clock_wires.png
Drawn at 6 px/um.
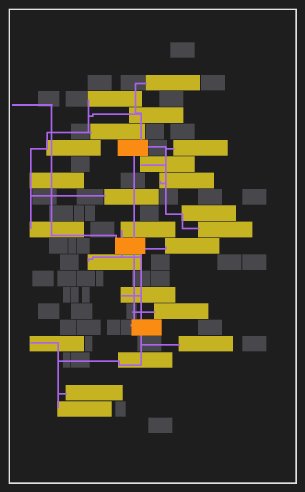
m3.png
Drawn at 8 px/um. Cells faint in the background.
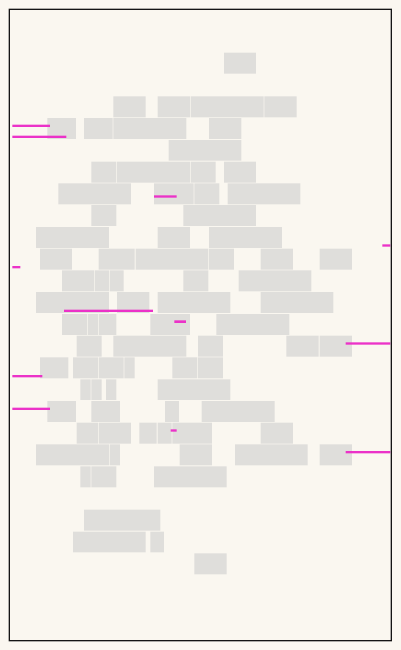
clock_nets.png
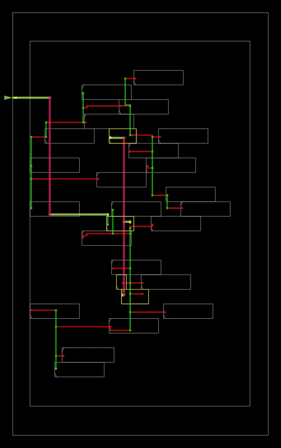
m1.png
Drawn at 4 px/um. Supply wires on this layer in gray.
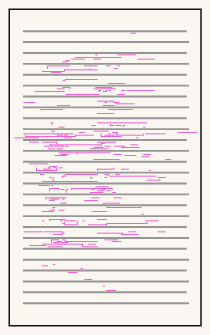
## config.mk

```make
export PLATFORM = sky130hd
export DESIGN_NAME = serial_read_buffer
export DESIGN_NICKNAME = d
export VERILOG_FILES = /design/src/rtl/serial_read_buffer.sv
export SDC_FILE = /design/constraint.sdc
export NUM_CORES = 1
export LEC_CHECK = 0
export CAP_MARGIN = 0
export CORE_ASPECT_RATIO = 1.75
export CORE_MARGIN = 3
export CORE_UTILIZATION = 30
export CTS_CLUSTER_DIAMETER = 30
export CTS_CLUSTER_SIZE = 8
export DETAILED_ROUTE_END_ITERATION = 10
export GPL_TIMING_DRIVEN = 0
export MAX_ROUTING_LAYER = met4
export SLEW_MARGIN = 10
export SYNTH_ARGS = -nofsm -noshare
export SYNTH_HDL_FRONTEND = slang
export SYNTH_SLANG_ARGS = --single-unit
```

## constraint.sdc

```tcl
create_clock -name sys_clk -period 1.57 [get_ports sys_clk]
set_input_delay 0.314 -clock sys_clk [delete_from_list [all_inputs] [get_ports sys_clk]]
set_output_delay 0.314 -clock sys_clk [all_outputs]
set_load 0.1 [all_outputs]
```

## src/rtl/serial_read_buffer.sv

```systemverilog
`timescale 1ns/1ps
// serial_read_buffer: serial-to-parallel capture buffer.
// Samples data_in on each read_sig strobe while capturing, assembles BUF_SIZE
// bits and publishes the finished word on data_out with done_sig high.
// Ports:
//   sys_clk  - system clock, rising edge
//   rst      - asynchronous active-low reset
//   start    - one-cycle request to begin a capture (honoured only when idle)
//   read_sig - one-cycle sample strobe (edge-detected bus clock)
//   data_in  - serial data line
//   data_out - last completed word (holding register)
//   done_sig - high when idle/complete, low while a capture is in progress
module serial_read_buffer #(
   parameter int unsigned BUF_SIZE  = 8,
   parameter bit          MSB_FIRST = 1'b1
) (
   input  logic                sys_clk,
   input  logic                rst,
   input  logic                start,
   input  logic                read_sig,
   input  logic                data_in,
   output logic [BUF_SIZE-1:0] data_out,
   output logic                done_sig
);

   localparam int unsigned     CNT_W    = $clog2(BUF_SIZE + 1);
   localparam logic [CNT_W-1:0] LAST_CNT = CNT_W'(BUF_SIZE - 1);

   typedef enum logic [1:0] {
      ST_IDLE = 2'd0,
      ST_READ = 2'd1,
      ST_DONE = 2'd2
   } state_t;

   state_t              r_state;
   state_t              w_state_nxt;
   logic [BUF_SIZE-1:0] r_shift;
   logic [BUF_SIZE-1:0] w_shift_nxt;
   logic [BUF_SIZE-1:0] w_shift_in;
   logic [CNT_W-1:0]    r_cnt;
   logic [CNT_W-1:0]    w_cnt_nxt;
   logic [BUF_SIZE-1:0] r_data;
   logic [BUF_SIZE-1:0] w_data_nxt;
   logic                r_done;
   logic                w_done_nxt;

   // Shift direction decides where the first received bit ends up.
   generate
      if (MSB_FIRST) begin : g_msb_first
         assign w_shift_in = {r_shift[BUF_SIZE-2:0], data_in};
      end else begin : g_lsb_first
         assign w_shift_in = {data_in, r_shift[BUF_SIZE-1:1]};
      end
   endgenerate

   // State and datapath registers.
   always_ff @(posedge sys_clk or negedge rst) begin
      if (!rst) begin
         r_state <= ST_IDLE;
         r_shift <= '0;
         r_cnt   <= '0;
         r_data  <= '0;
         r_done  <= 1'b1;
      end else begin
         r_state <= w_state_nxt;
         r_shift <= w_shift_nxt;
         r_cnt   <= w_cnt_nxt;
         r_data  <= w_data_nxt;
         r_done  <= w_done_nxt;
      end
   end

   // Next-state and next-output logic.
   always_comb begin
      w_state_nxt = r_state;
      w_shift_nxt = r_shift;
      w_cnt_nxt   = r_cnt;
      w_data_nxt  = r_data;
      w_done_nxt  = r_done;

      case (r_state)
         ST_IDLE: begin
            // Strobes are dropped here, including one coincident with start.
            w_done_nxt = 1'b1;
            if (start) begin
               w_state_nxt = ST_READ;
               w_shift_nxt = '0;
               w_cnt_nxt   = '0;
               w_done_nxt  = 1'b0;
            end
         end
         ST_READ: begin
            // start is ignored: no restart mid-word.
            w_done_nxt = 1'b0;
            if (read_sig) begin
               w_shift_nxt = w_shift_in;
               w_cnt_nxt   = r_cnt + CNT_W'(1);
               if (r_cnt == LAST_CNT) begin
                  w_state_nxt = ST_DONE;
               end
            end
         end
         ST_DONE: begin
            // Publish the whole word at once so partials never show.
            w_data_nxt  = r_shift;
            w_done_nxt  = 1'b1;
            w_state_nxt = ST_IDLE;
         end
         default: begin
            w_state_nxt = ST_IDLE;
            w_done_nxt  = 1'b1;
         end
      endcase
   end

   assign data_out = r_data;
   assign done_sig = r_done;

endmodule

```

==> flow_summary.json <==
{
  "hold_path.startpoint": "data_out[6]",
  "nets": 87,
  "yosys.area_share.simple_pct": 6.34,
  "grt.met1_usage_pct": 12.9,
  "endpoint": "done_sig",
  "ys_area_um2": 907,
  "reg2reg_depth": 4,
  "synth.area.top_cells": "dfrtp_1 (61%), mux2_1 (11%), a22o_1 (11%)",
  "synth_nets": 69,
  "htreeDepth": 1,
  "core_um2": 2780,
  "ys_cells": 63,
  "ys_top_logic_family": "multiplexers",
  "largest_area_cell": "dfrtp_1",
  "grt_pass1_wl_um": 2620,
  "xor_area_share_pct": 0,
  "muxShareOfSynthArea_pct": 13.5,
  "wl_per_cell_um": 13.0,
  "inv_count": 1,
  "cts-root-buf": "clkbuf_8",
  "crit_path_end_kind": "output pin",
  "status": "finished clean",
  "power_density_nw_per_um2": 1960,
  "top_layer": "met4",
  "start_kind": "flop",
  "p_int_mw": 1.29,
  "n_tap_cell": 27,
  "r2r_start": "r_cnt[0]",
  "die_h_um": 78.7,
  "reg2reg_to": "r_cnt[2]",
  "synthCells": 63,
  "ctsHoldBuffers": 0,
  "worstPathArrival_ps": 1190,
  "synth_area_um2": 907,
  "finalClockPeriodUsage_pct": 95.6,
  "ys_types": 19
}
-- clock_wires.png (at the start) --
[flip-flops] yellow | count: 23
[clock wires] purple | length: 256 um
[clock-net drivers] orange | count: 3
routed clock nets	4
power of the clock network: 0.352 mW
clk_skew: 2.08 ps
clk latency late pin: 260 ps
Clock Power Share: 16.0%

-- m3.png (at the start) --
share of all routed wire	3.2%
longest straight run	10.8 um
wire length on this layer	45.3 um

-- clock_nets.png (at the start) --
cts bufs inserted: 3
Sink Count: 23
clock buffers: 3
flop count: 23

-- m1.png (at the start) --
nets with wire on the layer	74
share of all routed wire	42%
main direction	horizontal

## power by group through the flow
stage / logic (mW) / clock network [mW] / registers, mW
floorplan: 0.343 / 0 / 1.33
global placement: 0.919 / 0 / 0.971
detailed placement: 0.924 / 0 / 0.976
CTS: 0.906 / 0.371 / 0.964
global route: 0.950 / 0.402 / 0.998
finish: 0.891 / 0.352 / 0.960
## worst reg2reg max path, stage by stage, from the launching register on
cell and delay, ps:
dfrtp_1 410, ha_1 230, nand2_1 70, mux2_1 310, a22o_1 180
## cell usage in the layout (no fill, tap or decap), types with 3 or more instances in the layout
cell / instances
clkbuf_8: 3
clkdlybuf4s15_2: 8
nor2_1: 5
mux2_1: 9
dfrtp_1: 22
buf_2: 3
clkdlybuf4s50_1: 4
a22o_1: 11
Power figures rest on the tool's default switching activity, not on a simulated workload.
